==> config.mk <==
export PLATFORM = sky130hd
export DESIGN_NAME = decoy_capture
export DESIGN_NICKNAME = d
export VERILOG_FILES = /design/src/rtl/decoy_capture_pkg.sv /design/src/rtl/pps_edge_sync.sv /design/src/rtl/decoy_capture.sv
export SDC_FILE = /design/constraint.sdc
export NUM_CORES = 1
export LEC_CHECK = 0
export ABC_CLOCK_PERIOD_IN_PS = 5100
export CAP_MARGIN = 20
export CORE_MARGIN = 3
export CORE_UTILIZATION = 58
export CTS_CLUSTER_DIAMETER = 40
export DETAILED_ROUTE_END_ITERATION = 10
export PLACE_DENSITY = 0.81
export SYNTH_ARGS = -nofsm -noshare
export SYNTH_HDL_FRONTEND = slang
export SYNTH_SLANG_ARGS = --single-unit
==> constraint.sdc <==
create_clock -name clk240 -period 5.1 [get_ports clk240]
set_clock_uncertainty 0.2 [all_clocks]
set_input_delay 0.765 -clock clk240 [delete_from_list [all_inputs] [get_ports clk240]]
set_output_delay 0.765 -clock clk240 [all_outputs]
set_load 0.02 [all_outputs]
==> src/rtl/decoy_capture_pkg.sv <==
// Shared defaults and FSM encoding for the decoy capture path.
package decoy_capture_pkg;

  localparam int unsigned WORD_W_DEF   = 32;
  localparam int unsigned CNT_W_DEF    = 32;
  localparam int unsigned PPS_SYNC_DEF = 2;

  typedef enum logic [1:0] {
    ST_IDLE  = 2'd0,
    ST_ARMED = 2'd1,
    ST_RUN   = 2'd2
  } cap_state_e;

endpackage

==> src/rtl/pps_edge_sync.sv <==
// PPS synchroniser and rising-edge detector; registered one-cycle pulse
// SYNC_STAGES+1 cycles after the raw pin edge.
module pps_edge_sync #(
  parameter int unsigned SYNC_STAGES = 2
) (
  input  logic clk,
  input  logic rst_n,
  input  logic pps_i,
  output logic pps_rise
);

  logic [SYNC_STAGES-1:0] sync_q;
  logic                   prev_q;

  always_ff @(posedge clk or negedge rst_n) begin
    if (!rst_n) begin
      sync_q   <= '0;
      prev_q   <= 1'b0;
      pps_rise <= 1'b0;
    end else begin
      sync_q   <= {sync_q[SYNC_STAGES-2:0], pps_i};
      prev_q   <= sync_q[SYNC_STAGES-1];
      pps_rise <= sync_q[SYNC_STAGES-1] & ~prev_q;
    end
  end

endmodule

==> src/rtl/decoy_capture.sv <==
// Receive-side decoy capture: PPS-aligned bit packing into words, a 2-entry
// output skid FIFO and per-PPS-period slot statistics.
module decoy_capture
  import decoy_capture_pkg::*;
#(
  parameter int unsigned WORD_W   = WORD_W_DEF,
  parameter int unsigned CNT_W    = CNT_W_DEF,
  parameter int unsigned PPS_SYNC = PPS_SYNC_DEF
) (
  input  logic              clk240,
  input  logic              rst_240_n,
  input  logic              pps_i,
  input  logic              pps_trigger,
  input  logic              slot_en,
  input  logic              decoy_in,
  input  logic              overflow_clr,
  output logic [WORD_W-1:0] word_data,
  output logic              word_first,
  output logic              word_valid,
  input  logic              word_ready,
  output logic [CNT_W-1:0]  slots_count,
  output logic [CNT_W-1:0]  ones_count,
  output logic              stats_valid,
  output logic              overflow
);

  localparam int unsigned BIT_CNT_W = $clog2(WORD_W);
  localparam logic [BIT_CNT_W-1:0] LAST_BIT = BIT_CNT_W'(WORD_W - 1);

  cap_state_e state_q, state_d;
  logic pps_rise;

  logic [WORD_W-2:0]    shift_q;
  logic [BIT_CNT_W-1:0] bit_cnt_q;
  logic                 first_flag_q;
  logic [CNT_W-1:0]     slot_cnt_q, ones_cnt_q;

  logic [WORD_W-1:0] tail_data_q;
  logic              tail_first_q, tail_valid_q;

  logic              run, start, period_end, slot, push, pop, drop;
  logic [WORD_W-1:0] push_data;

  pps_edge_sync #(
    .SYNC_STAGES(PPS_SYNC)
  ) u_pps_sync (
    .clk     (clk240),
    .rst_n   (rst_240_n),
    .pps_i   (pps_i),
    .pps_rise(pps_rise)
  );

  // Next state and datapath control strobes.
  always_comb begin
    state_d    = state_q;
    run        = (state_q == ST_RUN) & pps_trigger;
    start      = (state_q == ST_ARMED) & pps_trigger & pps_rise;
    period_end = run & pps_rise;
    slot       = run & slot_en;
    push       = slot & ~pps_rise & (bit_cnt_q == LAST_BIT);
    push_data  = {shift_q, decoy_in};
    pop        = word_valid & word_ready;
    drop       = push & word_valid & tail_valid_q & ~pop;

    if (!pps_trigger) begin
      state_d = ST_IDLE;
    end else begin
      case (state_q)
        ST_IDLE:  state_d = ST_ARMED;
        ST_ARMED: if (pps_rise) state_d = ST_RUN;
        ST_RUN:   state_d = ST_RUN;
        default:  state_d = ST_IDLE;
      endcase
    end
  end

  always_ff @(posedge clk240 or negedge rst_240_n) begin
    if (!rst_240_n) state_q <= ST_IDLE;
    else            state_q <= state_d;
  end

  // Shift register, bit counter and period counters; a slot coincident with
  // a PPS edge opens the new period.
  always_ff @(posedge clk240 or negedge rst_240_n) begin
    if (!rst_240_n) begin
      shift_q      <= '0;
      bit_cnt_q    <= '0;
      first_flag_q <= 1'b0;
      slot_cnt_q   <= '0;
      ones_cnt_q   <= '0;
    end else if (start) begin
      shift_q      <= '0;
      bit_cnt_q    <= '0;
      first_flag_q <= 1'b1;
      slot_cnt_q   <= '0;
      ones_cnt_q   <= '0;
    end else if (period_end) begin
      first_flag_q <= 1'b1;
      if (slot_en) begin
        shift_q    <= (WORD_W-1)'(decoy_in);
        bit_cnt_q  <= BIT_CNT_W'(1);
        slot_cnt_q <= CNT_W'(1);
        ones_cnt_q <= CNT_W'(decoy_in);
      end else begin
        shift_q    <= '0;
        bit_cnt_q  <= '0;
        slot_cnt_q <= '0;
        ones_cnt_q <= '0;
      end
    end else if (slot) begin
      shift_q   <= {shift_q[WORD_W-3:0], decoy_in};
      bit_cnt_q <= push ? '0 : bit_cnt_q + BIT_CNT_W'(1);
      if (push) first_flag_q <= 1'b0;
      if (slot_cnt_q != '1) slot_cnt_q <= slot_cnt_q + CNT_W'(1);
      if (decoy_in && (ones_cnt_q != '1)) ones_cnt_q <= ones_cnt_q + CNT_W'(1);
    end else if (!pps_trigger) begin
      shift_q   <= '0;
      bit_cnt_q <= '0;
    end
  end

  // Statistics snapshot at each PPS edge while running.
  always_ff @(posedge clk240 or negedge rst_240_n) begin
    if (!rst_240_n) begin
      slots_count <= '0;
      ones_count  <= '0;
      stats_valid <= 1'b0;
    end else begin
      stats_valid <= period_end;
      if (period_end) begin
        slots_count <= slot_cnt_q;
        ones_count  <= ones_cnt_q;
      end
    end
  end

  // 2-entry skid FIFO: head drives the outputs directly, tail absorbs one stall.
  always_ff @(posedge clk240 or negedge rst_240_n) begin
    if (!rst_240_n) begin
      word_data    <= '0;
      word_first   <= 1'b0;
      word_valid   <= 1'b0;
      tail_data_q  <= '0;
      tail_first_q <= 1'b0;
      tail_valid_q <= 1'b0;
    end else if (!pps_trigger) begin
      word_valid   <= 1'b0;
      tail_valid_q <= 1'b0;
    end else if (pop) begin
      if (tail_valid_q) begin
        word_data  <= tail_data_q;
        word_first <= tail_first_q;
        if (push) begin
          tail_data_q  <= push_data;
          tail_first_q <= first_flag_q;
        end else begin
          tail_valid_q <= 1'b0;
        end
      end else if (push) begin
        word_data  <= push_data;
        word_first <= first_flag_q;
      end else begin
        word_valid <= 1'b0;
      end
    end else if (push) begin
      if (!word_valid) begin
        word_data  <= push_data;
        word_first <= first_flag_q;
        word_valid <= 1'b1;
      end else if (!tail_valid_q) begin
        tail_data_q  <= push_data;
        tail_first_q <= first_flag_q;
        tail_valid_q <= 1'b1;
      end
    end
  end

  // Sticky drop flag; a new drop wins over a simultaneous clear.
  always_ff @(posedge clk240 or negedge rst_240_n) begin
    if (!rst_240_n)        overflow <= 1'b0;
    else if (drop)         overflow <= 1'b1;
    else if (overflow_clr) overflow <= 1'b0;
  end

endmodule

==> images/flops_by_reg.png <==
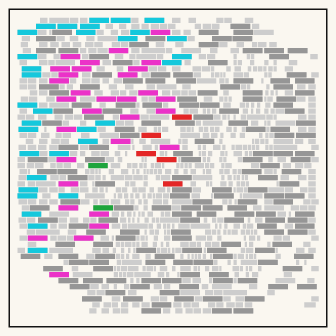
- magenta: shift_q (sequential cells 31)
- cyan: word_data (sequential cells 32)
- red: bit_cnt_q (sequential cells 5; where center)
- green: state_q (sequential cells 2)

==> images/metal_density.png <==
28 x 28 tiles, from black (low) to pale yellow (high), scaled to the fullest tile. Values are wire area over tile area, all layers added.
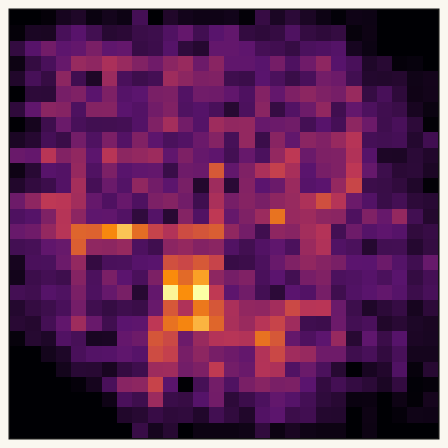
- tiles over half the peak: 6.0%
- nearly empty tiles: 9.4%
- mean over tiles: 0.17
- emptiest ninth of the die: south-west
- fullest tile: 0.73
routed wire length per instance: 17.9 um
All-Layer GR Usage: 0.222
Routed WL: 21.9 mm
Vias: 7400

==> out/metrics.cfg <==
[setup_path]
worstSetupPathDepth=6
regToRegEndpoint=ones_cnt_q[22]
cp-startpoint=pps_trigger
reg2reg_slack_ps=1950
setup.worst_path.end_class=flop

[final_layout]
drive_gt1_frac=0.244
n_all_inverters=12
fillCellCount=1252
layout_top_cell=dfrtp_1
design_area_um2=13100

[synthesis]
most_common_cell=dfrtp_1
syn_area_per_cell_um2=12.3
topCellsByArea=dfrtp_1, mux2_2, a22o_1
synthesis.area_um2=10700
synth_top_area_share=0.562
ys.flop_type=dfrtp_1

[clocking]
clock_sinks=241
clock-root-buffer=clkbuf_16
insertion_delay_ps=530
cts_buffer_depth=3
cts_made_buffers=31
postCtsSetupRepairBufs=0

[pwr]
p_int_mw=3.77
pg_comb_mw=0.598
clkPwrFrac=0.443
leakagePower_nw=5.99

[detailed_routing]
wl_met3_mm=1.16
drcViolationCount=0

[place]
placed_cells=1165
dpl.hpwl_mm=13.6

[global_routing]
grt_use_met1=0.323

[sta]
clock.fmax_mhz=306
slew_headroom=0.353

[floorplanning]
die_w_um=142
ios=108

[outcome]
status=finished, final reports clean

